$ cat config.mk
export PLATFORM = sky130hd
export DESIGN_NAME = boot_loader
export DESIGN_NICKNAME = d
export VERILOG_FILES = /design/src/rtl/boot_loader.sv
export SDC_FILE = /design/constraint.sdc
export NUM_CORES = 1
export LEC_CHECK = 0
export CAP_MARGIN = 5
export CORE_MARGIN = 4
export CORE_UTILIZATION = 61
export DETAILED_ROUTE_END_ITERATION = 7
export PLACE_DENSITY = 0.85
export SETUP_SLACK_MARGIN = 0.3
export SYNTH_ARGS = -nofsm -noshare
export SYNTH_HDL_FRONTEND = slang
export SYNTH_SLANG_ARGS = --single-unit
$ cat constraint.sdc
create_clock -name clock -period 5.02 [get_ports clock]
set_input_delay 1.255 -clock clock [delete_from_list [all_inputs] [get_ports clock]]
set_output_delay 1.255 -clock clock [all_outputs]
set_load 0.02 [all_outputs]
$ cat src/rtl/boot_loader.sv
// rtl/boot_loader.sv - SPI-flash-to-RAM boot copier for a 6502 system
// Wakes the flash, streams LENGTH bytes into RAM, then releases the bus and pulses CPU reset.
module boot_loader #(
  parameter int unsigned FLASH_ADDR_BITS = 24,
  parameter logic [23:0] FLASH_BASE      = 24'h080000,
  parameter logic [18:0] RAM_BASE        = 19'h0E000,
  parameter int unsigned LENGTH          = 'h2000,
  parameter int unsigned SPI_DIV         = 1,
  parameter int unsigned WAKE_CYCLES     = 800,
  parameter int unsigned RESET_CYCLES    = 4,
  parameter bit          AUTOBOOT        = 1'b1
) (
  input  logic        clock,
  input  logic        reset_n,
  input  logic        start,
  input  logic        flash_so,
  output logic        flash_si,
  output logic        flash_sck,
  output logic        flash_cs_n,
  output logic [18:0] address,
  output logic [7:0]  data,
  output logic        rw,
  output logic        bus_drive,
  output logic        busen,
  output logic        cpu_reset_n,
  output logic        booting,
  output logic [15:0] checksum
);

  localparam int unsigned CMD_BITS   = (FLASH_ADDR_BITS == 16) ? 24 : 32;
  localparam logic [31:0] READ_WORD  = (FLASH_ADDR_BITS == 16) ?
                                       {8'h03, FLASH_BASE[15:0], 8'h00} : {8'h03, FLASH_BASE};
  localparam logic [15:0] LAST_OFS   = 16'(LENGTH - 1);
  localparam logic [15:0] DIV_LAST   = 16'((SPI_DIV > 1) ? SPI_DIV - 1 : 0);
  localparam logic [19:0] WAKE_LOAD  = 20'((WAKE_CYCLES > 1) ? WAKE_CYCLES - 1 : 0);
  localparam logic [19:0] RESET_LOAD = 20'((RESET_CYCLES > 1) ? RESET_CYCLES - 1 : 0);

  localparam logic [3:0] S_IDLE      = 4'd0;
  localparam logic [3:0] S_BUS_REQ   = 4'd1;
  localparam logic [3:0] S_WAKE      = 4'd2;
  localparam logic [3:0] S_WAKE_WAIT = 4'd3;
  localparam logic [3:0] S_READ_CMD  = 4'd4;
  localparam logic [3:0] S_READ_BYTE = 4'd5;
  localparam logic [3:0] S_WRITE     = 4'd6;
  localparam logic [3:0] S_WRITE_END = 4'd7;
  localparam logic [3:0] S_CLEANUP   = 4'd8;
  localparam logic [3:0] S_CPU_RESET = 4'd9;
  localparam logic [3:0] S_DONE      = 4'd10;

  logic [3:0]  state_q, state_d;
  logic [30:0] shift_q, shift_d;
  logic [5:0]  bits_q, bits_d;
  logic [15:0] div_q, div_d;
  logic        sck_q, sck_d;
  logic        si_q, si_d;
  logic        cs_n_q, cs_n_d;
  logic [7:0]  rx_q, rx_d;
  logic [19:0] cnt_q, cnt_d;
  logic [15:0] offset_q, offset_d;
  logic        phase_q, phase_d;
  logic [18:0] address_q, address_d;
  logic [7:0]  data_q, data_d;
  logic        rw_q, rw_d;
  logic        bus_drive_q, bus_drive_d;
  logic        busen_q, busen_d;
  logic        cpu_reset_n_q, cpu_reset_n_d;
  logic        booting_q, booting_d;
  logic [15:0] checksum_q, checksum_d;

  logic        spi_active, spi_done, spi_load;
  logic [31:0] spi_word;
  logic [5:0]  spi_bits;

  always_comb begin
    state_d       = state_q;
    shift_d       = shift_q;
    bits_d        = bits_q;
    div_d         = div_q;
    sck_d         = sck_q;
    si_d          = si_q;
    cs_n_d        = cs_n_q;
    rx_d          = rx_q;
    cnt_d         = cnt_q;
    offset_d      = offset_q;
    phase_d       = phase_q;
    address_d     = address_q;
    data_d        = data_q;
    rw_d          = rw_q;
    bus_drive_d   = bus_drive_q;
    busen_d       = busen_q;
    cpu_reset_n_d = cpu_reset_n_q;
    booting_d     = booting_q;
    checksum_d    = checksum_q;
    spi_done      = 1'b0;
    spi_load      = 1'b0;
    spi_word      = '0;
    spi_bits      = '0;

    // Mode-0 engine: bits_q counts rising edges still to come; a byte ends on the fall after the last one.
    spi_active = (state_q == S_WAKE) || (state_q == S_READ_CMD) || (state_q == S_READ_BYTE);
    if (spi_active) begin
      if (div_q == DIV_LAST) begin
        div_d = '0;
        if (!sck_q) begin
          sck_d  = 1'b1;
          rx_d   = {rx_q[6:0], flash_so};
          bits_d = bits_q - 6'd1;
        end else begin
          sck_d = 1'b0;
          if (bits_q == 6'd0) begin
            spi_done = 1'b1;
          end else begin
            si_d    = shift_q[30];
            shift_d = {shift_q[29:0], 1'b0};
          end
        end
      end else begin
        div_d = div_q + 16'd1;
      end
    end

    case (state_q)
      S_IDLE, S_DONE: begin
        if (start || (state_q == S_IDLE && AUTOBOOT)) begin
          state_d       = S_BUS_REQ;
          checksum_d    = '0;
          offset_d      = '0;
          booting_d     = 1'b1;
          bus_drive_d   = 1'b1;
          busen_d       = 1'b0;
          cpu_reset_n_d = 1'b0;
          rw_d          = 1'b1;
        end
      end
      S_BUS_REQ: begin
        state_d  = S_WAKE;
        cs_n_d   = 1'b0;
        spi_load = 1'b1;
        spi_word = 32'hAB00_0000;
        spi_bits = 6'd8;
      end
      S_WAKE: begin
        if (spi_done) begin
          state_d = S_WAKE_WAIT;
          cs_n_d  = 1'b1;
          si_d    = 1'b0;
          cnt_d   = WAKE_LOAD;
        end
      end
      S_WAKE_WAIT: begin
        if (cnt_q == '0) begin
          state_d  = S_READ_CMD;
          cs_n_d   = 1'b0;
          spi_load = 1'b1;
          spi_word = READ_WORD;
          spi_bits = 6'(CMD_BITS);
        end else begin
          cnt_d = cnt_q - 20'd1;
        end
      end
      S_READ_CMD: begin
        if (spi_done) begin
          state_d  = S_READ_BYTE;
          spi_load = 1'b1;
          spi_bits = 6'd8;
        end
      end
      S_READ_BYTE: begin
        if (spi_done) begin
          state_d   = S_WRITE;
          address_d = RAM_BASE + {3'b000, offset_q};
          data_d    = rx_q;
        end
      end
      S_WRITE: begin
        state_d    = S_WRITE_END;
        checksum_d = checksum_q + {8'h00, data_q};
        rw_d       = 1'b0;
        phase_d    = 1'b0;
      end
      S_WRITE_END: begin
        if (!phase_q) begin
          rw_d    = 1'b1;
          phase_d = 1'b1;
        end else begin
          offset_d = offset_q + 16'd1;
          if (offset_q == LAST_OFS) begin
            state_d     = S_CLEANUP;
            cs_n_d      = 1'b1;
            sck_d       = 1'b0;
            si_d        = 1'b0;
            bus_drive_d = 1'b0;
            busen_d     = 1'b1;
            booting_d   = 1'b0;
          end else begin
            state_d  = S_READ_BYTE;
            spi_load = 1'b1;
            spi_bits = 6'd8;
          end
        end
      end
      S_CLEANUP: begin
        state_d = S_CPU_RESET;
        cnt_d   = RESET_LOAD;
      end
      S_CPU_RESET: begin
        if (cnt_q == '0) begin
          state_d       = S_DONE;
          cpu_reset_n_d = 1'b1;
        end else begin
          cnt_d = cnt_q - 20'd1;
        end
      end
      default: state_d = S_IDLE;
    endcase

    if (spi_load) begin
      si_d    = spi_word[31];
      shift_d = spi_word[30:0];
      bits_d  = spi_bits;
      div_d   = '0;
      sck_d   = 1'b0;
    end
  end

  always_ff @(posedge clock or negedge reset_n) begin
    if (!reset_n) begin
      state_q       <= S_IDLE;
      shift_q       <= '0;
      bits_q        <= '0;
      div_q         <= '0;
      sck_q         <= 1'b0;
      si_q          <= 1'b0;
      cs_n_q        <= 1'b1;
      rx_q          <= '0;
      cnt_q         <= '0;
      offset_q      <= '0;
      phase_q       <= 1'b0;
      address_q     <= '0;
      data_q        <= '0;
      rw_q          <= 1'b1;
      bus_drive_q   <= 1'b0;
      busen_q       <= 1'b0;
      cpu_reset_n_q <= 1'b0;
      booting_q     <= 1'b0;
      checksum_q    <= '0;
    end else begin
      state_q       <= state_d;
      shift_q       <= shift_d;
      bits_q        <= bits_d;
      div_q         <= div_d;
      sck_q         <= sck_d;
      si_q          <= si_d;
      cs_n_q        <= cs_n_d;
      rx_q          <= rx_d;
      cnt_q         <= cnt_d;
      offset_q      <= offset_d;
      phase_q       <= phase_d;
      address_q     <= address_d;
      data_q        <= data_d;
      rw_q          <= rw_d;
      bus_drive_q   <= bus_drive_d;
      busen_q       <= busen_d;
      cpu_reset_n_q <= cpu_reset_n_d;
      booting_q     <= booting_d;
      checksum_q    <= checksum_d;
    end
  end

  assign flash_si    = si_q;
  assign flash_sck   = sck_q;
  assign flash_cs_n  = cs_n_q;
  assign address     = address_q;
  assign data        = data_q;
  assign rw          = rw_q;
  assign bus_drive   = bus_drive_q;
  assign busen       = busen_q;
  assign cpu_reset_n = cpu_reset_n_q;
  assign booting     = booting_q;
  assign checksum    = checksum_q;

endmodule

==> run_1/layer_met1.png <==
Bar = 20 um.
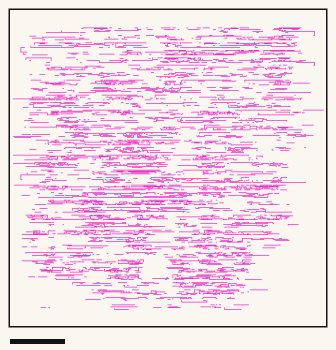
wire length on this layer = 6720 um
main direction = horizontal
share of all routed wire = 42%
longest straight run = 34.5 um
nets with wire on the layer = 728

==> run_1/detail.png <==
Bar = 20 um. Window x 32 to 82, y 55 to 105 um. Cells in gray, sequential cells in the stronger gray; small squares are vias.
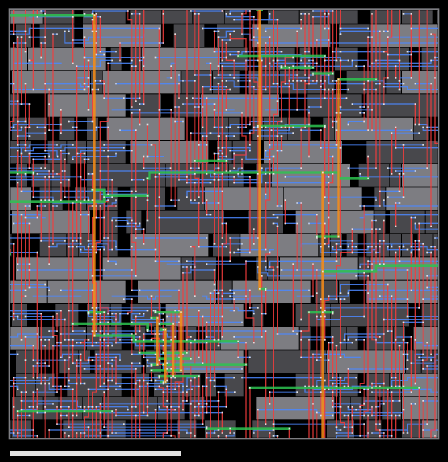
red -> metal 2
orange -> metal 4
blue -> metal 1
green -> metal 3
cells with their middle in the window = 202
sequential cells in the window = 34
most frequent = nand2_1 (36), dfrtp_1 (34), clkdlybuf4s50_1 (15)
netlist names of flops here include = checksum (9), offset_q (5), rx_q (4)

==> metrics.csv, run 1 <==
stage,metric,value,unit
hold_path,holdPathStages,2,
yosys,netlist_instances,710,
pwr,peakVddDrop,0.2963,mV
sta,finalClockPeriodUsage,65.32,%
yosys,synth_top_area_share,46.44,%
sta,fin_crit,3279,ps
finish,seq_cells,131,
finish,final_area,8175,um^2
finish,areaGrowthSynthToFinish,17.60,%
sta,finalHoldViolCount,0,
die,fp.dieH,114.8,um
routing,ant_nets,0,
pwr,p_switching,0.4910,mW
yosys,yosysChipArea,6952,um^2
outcome,outcome,finished clean,
hold_path,min-delay-path-class,flop to flop,
clock_network,cts_buffers,17,
global_route,antenna_found_initial,0,
setup_path,critPathRequiredTime,5300,ps
global_route,grt_busiest_layer,met2,
routing,via_per_inst,6.226,
setup_path,cpPeakStageDelay,790,ps
die,die_w,114.8,um
pwr,clock_power_share,54.5,%
hold_path,hp-start,rx_q[7]$_DFFE_PN0P_,
finish,clock_area_share,7.668,%
finish,largest_reg_flops,20,
placed_design,dpl.cell_count,877,
yosys,ys_seq_share,47.19,%
yosys,synth-xor-area-share,4.662,%
global_route,gr-usage-met2,42.45,%
yosys,async_flop_share,100.0,%
finish,fillers,728,
sta,setup_ws,1741,ps
global_route,grt_max_degree,73,
setup_path,cp-start-kind,flop,
pwr,p_total,2.396,mW
clock_network,cts_resized,0,
routing,dr_wl_met3,772,um
global_route,grt_pass1_vias,5648,
pwr,p_comb,0.0273,mW
yosys,synthTopCellsByCount,"dfrtp_1, nand2_1, nor2_1",
clock_network,insertion_delay,430,ps
yosys,yosysMostFrequentCell,dfrtp_1,
setup_path,endpoint_kind,flop,
clock_network,cts.sinks,131,
finish,nClkBuffers,19,
pwr,p_leak,3.751,nW
yosys,syn-cell-area,6952,um^2
setup_path,path_cells,nor2b_1 -> nand4_1 -> a31oi_2 -> nor2_1 -> nand2b_1 -> o21ai_0,
finish,inv_count,18,
placed_design,portBuffers,52,
yosys,avgSynthCellArea,9.791,um^2
setup_path,reg2reg_to,shift_q[27]$_DFFE_PN0P_,
global_route,grtUsageMet1,33.64,%
yosys,yosys.area.top_type,dfrtp_1,
setup_path,slowest_stage,dfrtp_1,
setup_path,reg2reg_from,state_q[2]$_DFFE_PN0P_,
yosys,ys_seq_elements,131,
sta,setup_viol,0,
finish,comb-cell-share,42.53,%
==> run_1/io_placement.png <==
Bar = 20 um. Pins as bars across the die edge, other pins in gray.
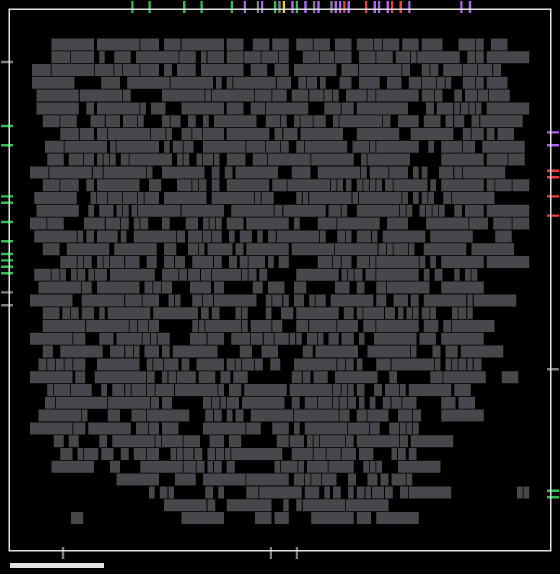
purple -> checksum  # pins 16, direction output, edge 14 top, 2 right
red -> data  # pins 8, direction output, edge 4 top, 4 right
yellow -> booting  # pins 1, direction output, edge top
green -> address  # pins 19, direction output, edge 10 left, 7 top, 2 right

==> run_1/flops_by_reg.png <==
Bar = 20 um. Other sequential cells in the stronger gray, the rest of the logic in the fainter gray.
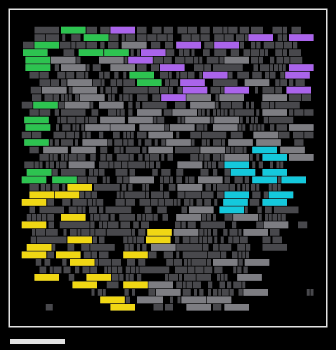
purple -> checksum  # sequential cells 16
cyan -> shift_q  # sequential cells 12, where right middle
green -> address  # sequential cells 17
yellow -> cnt_q  # sequential cells 20, where bottom left
sequential cell area: 3281 um^2
Seq/total area: 40.13%
seq pwr: 1.06 mW
final core utilization: 74.44%

==> run_1/clocks.png <==
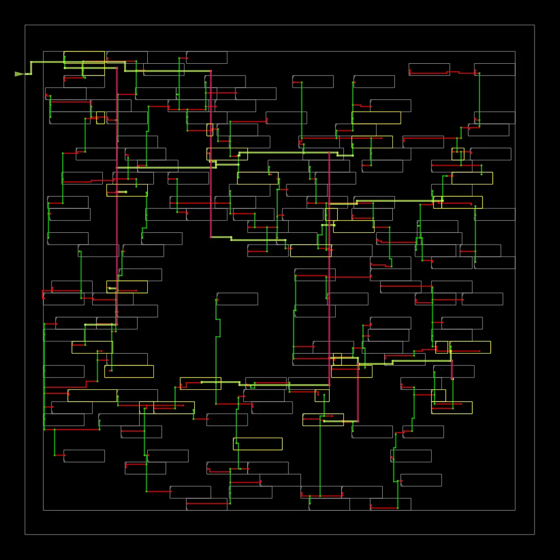

==> run 1 -> run 2 <==
- CORE_UTILIZATION: 61 -> 59
- PLACE_DENSITY: 0.85 -> 0.83
- clock period: 5.02 -> 3.4 ns (I/O delays scaled with it)
==> run_2/clocks.png <==
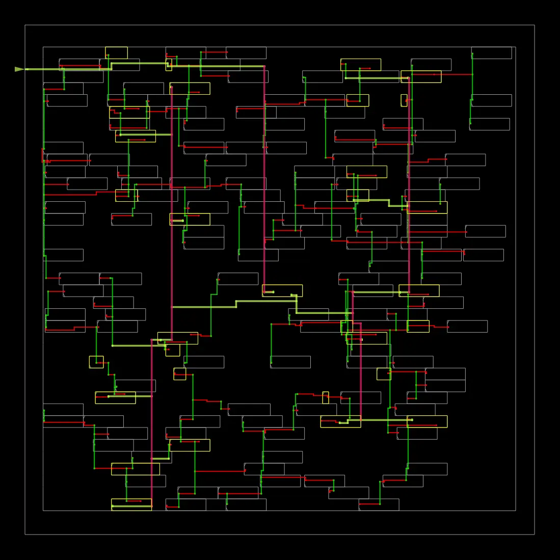
Clock net power: 1.77 mW
clk sinks: 131

==> run 2 against run 1 <==
Clock skew rose by 1.1 ps. Combinational power rose by 55%. Largest power group unchanged. Sequential power rose by 48%. Flip-flop count did not move. Clock-buffer cell count rose by 6. Final area rose by 0.41%. Largest cell class unchanged.
==> metrics.csv, run 2 <==
stage,metric,value,unit
setup_path,crit_start,state_q[3]$_DFFE_PN0P_,
global_route,grtUsageMet1,33.20,%
yosys,yosysChipArea,6952,um^2
setup_path,slowest_stage,dfrtp_1,
finish,final_common_cell,dfrtp_1,
pwr,p_total,3.384,mW
finish,areaGrowthSynthToFinish,18.09,%
sta,finalClockPeriodUsage,80.21,%
setup_path,cpPeakStageDelay,570,ps
yosys,synthTopCellsByCount,"dfrtp_1, nand2_1, nor2_1",
yosys,netlist_instances,710,
sta,rsz0062_at_grt,false,
finish,final_cell_mix,"dfrtp_1, nand2_1, nor2_1, clkdlybuf4s50_1, o21ai_0",
global_route,grt_max_degree,65,
placed_design,globalplace.congestion,0.8639,
yosys,syn-cell-area,6952,um^2
clock_network,cts-root-buf,clkbuf_16,
pwr,p_comb,0.0423,mW
placed_design,dpl.cell_count,889,
yosys,synthSimpleGateAreaFrac,22.57,%
sta,setup_viol,0,
pwr,peakVddDrop,0.3021,mV
finish,nClkBuffers,25,
pwr,powerSeq,1.57,mW
die,die_w,116.5,um
clock_network,cts_resized,0,
hold_path,min-delay-path-class,input port to async pin,
outcome,outcome,finished clean,
global_route,gr-usage-met2,42.41,%
setup_path,reg2reg_depth,6,
sta,finalHoldViolCount,0,
clock_network,clk_pin_slew_worst_paths,60,ps
finish,clock_area_share,7.026,%
setup_path,crit_fanout,20,
yosys,edf_count,0,
finish,final_area,8209,um^2
sta,fin_crit,2727,ps
finish,comb-cell-share,42.36,%
pwr,p_switching,0.7098,mW
yosys,synth-xor-area-share,4.662,%
clock_network,cts_tree,done,
routing,via_per_inst,6.193,
yosys,ys_seq_elements,131,
sta,worstMarginPinSlew,748.3,ps
placed_design,portBuffers,52,
yosys,yosysMostFrequentCell,dfrtp_1,
setup_path,reg2reg_from,state_q[3]$_DFFE_PN0P_,
pwr,clock_power_share,52.4,%
clock_network,cts_buffers,17,
pwr,seq_power_share,46.4,%
yosys,yosys.area.top_type,dfrtp_1,
global_route,grt_pass1_vias,5737,
finish,seq_share,39.96,%
global_route,groute.usage.overall,25.73,%
global_route,grt_busiest_layer,met2,
setup_path,path_cells,nand4bb_1 -> nor4_4 -> a21o_1 -> nor2_1 -> nand2b_1 -> o21ai_0,
sta,setup_ws,673.0,ps
yosys,ys_seq_share,47.19,%
setup_path,endpoint_kind,flop,
yosys,async_flop_share,100.0,%
pwr,p_leak,3.776,nW
finish,inv_count,18,
setup_path,cpLargestDelayFamily,simple AND/OR/NAND/NOR gates,
global_route,use_met3,5.596,%
finish,fillers,811,
die,fp.dieH,116.5,um
finish,seq_cells,131,
finish,flop_area,3281,um^2
sta,finalClockSkew,8.566,ps
setup_path,cp-start-kind,flop,
yosys,synth_top_area_share,46.44,%
clock_network,insertion_delay,420,ps
routing,ant_nets,0,
yosys,ys_cells,710,
clock_network,cts_buffer_depth,2,
yosys,aoi_share,14.85,%
finish,largest_reg_flops,20,
finish,utilization,71.59,%
global_route,antenna_found_initial,0,
setup_path,critPathRequiredTime,3680,ps
yosys,avgSynthCellArea,9.791,um^2
setup_path,reg2reg_to,shift_q[29]$_DFFE_PN0P_,
clock_network,cts_setup_buffers,0,
die,chipArea,13580,um^2
routing,dr_wl_met3,774,um
==> run_2/detail.png <==
Bar = 20 um. Window x 33 to 83, y 57 to 107 um. Cells in gray, sequential cells in the stronger gray; small squares are vias.
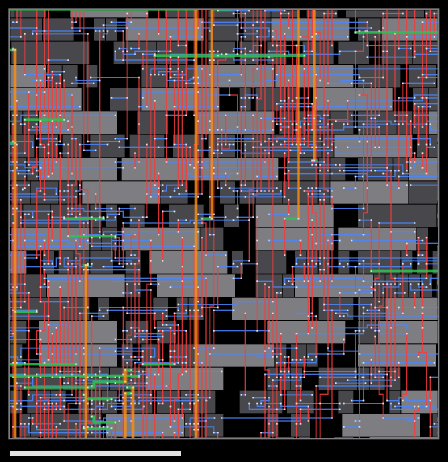
orange -> metal 4
blue -> metal 1
green -> metal 3
red -> metal 2
most frequent = nand2_1 (36), dfrtp_1 (36), clkdlybuf4s50_1 (13)
cells with their middle in the window = 193
netlist names of flops here include = checksum (10), bits_q (5), offset_q (5)
sequential cells in the window = 36

==> run_2/io_placement.png <==
Bar = 20 um. Pins as bars across the die edge, other pins in gray.
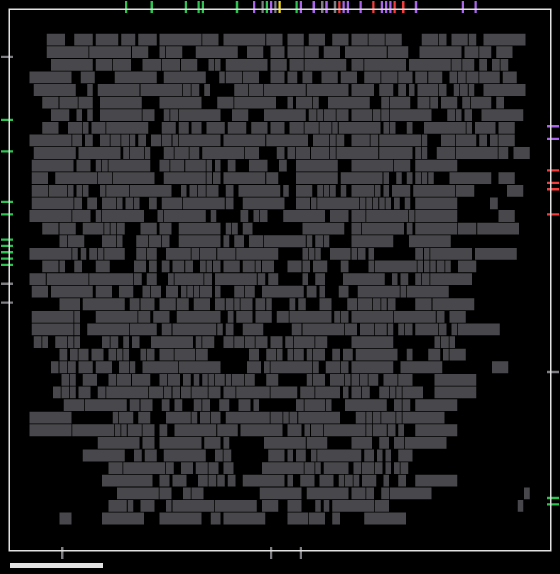

==> run 2 -> run 3 <==
- CORE_UTILIZATION: 59 -> 53
- PLACE_DENSITY: 0.83 -> 0.78
- clock period: 3.4 -> 2.5 ns (I/O delays scaled with it)
==> run_3/io_placement.png <==
Bar = 20 um. Pins as bars across the die edge, other pins in gray.
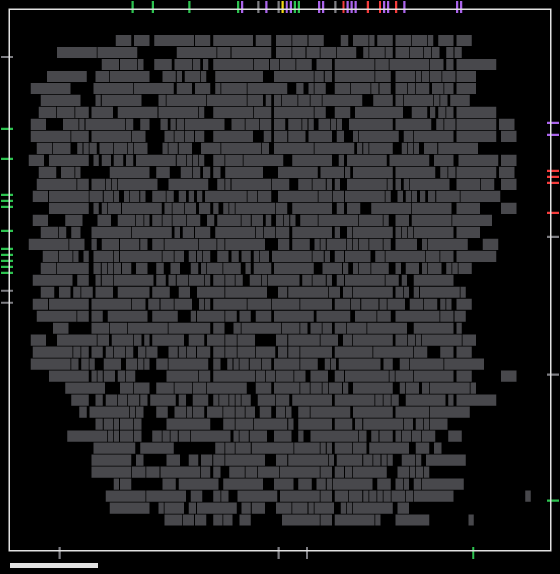
yellow -> booting  # pins 1, direction output, edge top
red -> data  # pins 8, direction output, edge 4 top, 4 right
green -> address  # pins 19, direction output, edge 11 left, 6 top, 1 bottom, 1 right
purple -> checksum  # pins 16, direction output, edge 14 top, 2 right
all pins by edge = 28 top, 14 left, 9 right, 4 bottom
die height: 122.5 um
chip width: 122.5 um
input/output buffers: 52

==> run 3 against run 2 <==
Clock-buffer cell count down 7. Sequential share of layout area fell by 5.8 points. Clock power rose by 48%. Register-to-register slack got worse by 620 ps. Flip-flop count unchanged. First-iteration DRC count grew 47%. Synthesized area is the same. Worst hold slack got worse by 260 ps. Maximum frequency is 11% higher. Highest routed layer unchanged. Non-clock buffer count is 73 higher. Die area increased by 11%.
==> metrics.csv, run 3 <==
stage,metric,value,unit
pwr,p_switching,1.071,mW
finish,largest_reg_flops,20,
yosys,aoi_share,14.85,%
setup_path,critPathRequiredTime,2850,ps
pwr,p_leak,4.331,nW
yosys,yosys_warnings,0,
sta,worstMarginPinSlew,549.2,ps
setup_path,crit_fanout,6,
yosys,netlist_instances,710,
sta,setup_viol,0,
pwr,seq_power_share,44.3,%
clock_network,cts_setup_buffers,23,
finish,area_dominant_class,multi-input combinational cells,
setup_path,cpPeakStageDelay,560,ps
setup_path,reg2reg_depth,7,
yosys,async_flop_share,100.0,%
yosys,synthTopCellsByCount,"dfrtp_1, nand2_1, nor2_1",
yosys,yosysChipArea,6952,um^2
sta,fin_crit,2449,ps
finish,fillers,779,
finish,drive_gt1_share,29.58,%
sta,finalHoldViolCount,0,
yosys,avgSynthCellArea,9.791,um^2
finish,comb-cell-share,42.20,%
setup_path,crit_cells,7,
global_route,grt_pass1_wl,31.21,mm
finish,clock_area_share,6.410,%
pwr,peakVddDrop,0.4304,mV
yosys,synth_cell_types,75,
clock_network,cts-root-buf,clkbuf_16,
pwr,p_total,4.820,mW
finish,nClkBuffers,18,
clock_network,cts_tree,done,
finish,final_cell_mix,"dfrtp_1, nand2_1, buf_4, nor2_1, clkdlybuf4s50_1",
placed_design,globalplace.congestion,0.8990,
global_route,use_met3,6.682,%
clock_network,cts_buffer_depth,2,
clock_network,cts_hold_buffers,0,
global_route,gr-usage-met2,45.38,%
outcome,outcome,finished clean,
placed_design,dpl.cell_count,952,
yosys,synth.area.top_cells,"dfrtp_1, nand2_1, mux2_2",
finish,inv_count,18,
finish,areaGrowthSynthToFinish,38.16,%
setup_path,rrSetupSlack,50,ps
hold_path,min-delay-path-class,input port to async pin,
global_route,grtUsageMet1,32.05,%
global_route,grt_busiest_layer,met2,
setup_path,path_class,flop to flop,
yosys,ys_seq_elements,131,
yosys,synth-xor-area-share,4.662,%
routing,ant_nets,0,
global_route,antenna_found_initial,0,
sta,setup_ws,50.81,ps
sta,rsz0062_at_grt,true,
setup_path,path_cells,or4_4 -> buf_12 -> nor4_4 -> a21o_4 -> o311ai_4 -> or3_1 -> a21oi_1,
sta,finalClockSkew,11.95,ps
yosys,syn-cell-area,6952,um^2
yosys,ys_cells,710,
sta,finalClockPeriodUsage,97.97,%
yosys,synthSimpleGateAreaFrac,22.57,%
setup_path,slowest_stage,or4_4,
finish,seq_cells,131,
yosys,ys_seq_share,47.19,%
clock_network,cts.sinks,131,
yosys,adder_share,3.168,%
finish,final_common_cell,dfrtp_1,
routing,drc,0,
clock_network,cts_buffers,17,
yosys,edf_count,0,
global_route,grt_max_degree,49,
setup_path,reg2reg_to,div_q[15]$_DFFE_PN0P_,
clock_network,insertion_delay,430,ps
pwr,clk-power,2.62,mW
clock_network,clk_pin_slew_worst_paths,70,ps
routing,first_pass_iters,5,
finish,antenna_cells,0,
setup_path,cp-start-kind,flop,
yosys,synth_top_area_share,46.44,%
routing,dr_wl_met3,1.254,mm
yosys,ys_top_logic_family,simple AND/OR/NAND/NOR gates,
setup_path,crit_start,cnt_q[5]$_DFFE_PN0P_,
routing,via_per_inst,6.200,
global_route,grt_pass1_vias,6346,
finish,final_area,9604,um^2
clock_network,cts_resized,77,
yosys,yosysMostFrequentCell,dfrtp_1,
global_route,groute.usage.overall,26.37,%
sta,relSlewSlack,63.39,%
setup_path,reg2reg_from,cnt_q[5]$_DFFE_PN0P_,
setup_path,cpLargestDelayFamily,simple AND/OR/NAND/NOR gates,
finish,regMostFlops,cnt_q,
yosys,yosys.area.top_type,dfrtp_1,
setup_path,endpoint_kind,flop,
pwr,p_comb,0.0632,mW
routing,dr_total_vias,6349,
pwr,clock_power_share,54.4,%
die,chipArea,15010,um^2
sta,tns,0,ps
==> run_3/flops_by_reg.png <==
Bar = 20 um. Other sequential cells in the stronger gray, the rest of the logic in the fainter gray.
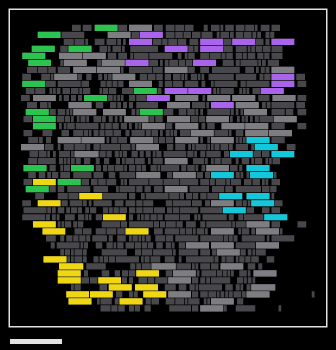
green -> address  # sequential cells 17
purple -> checksum  # sequential cells 16
cyan -> shift_q  # sequential cells 12, where right middle
yellow -> cnt_q  # sequential cells 20, where bottom left
final core utilization: 75.49%
Seq/total area: 34.21%
seq pwr: 2.13 mW
sequential cell area: 3286 um^2

Power figures rest on the tool's default switching activity, not on a simulated workload.
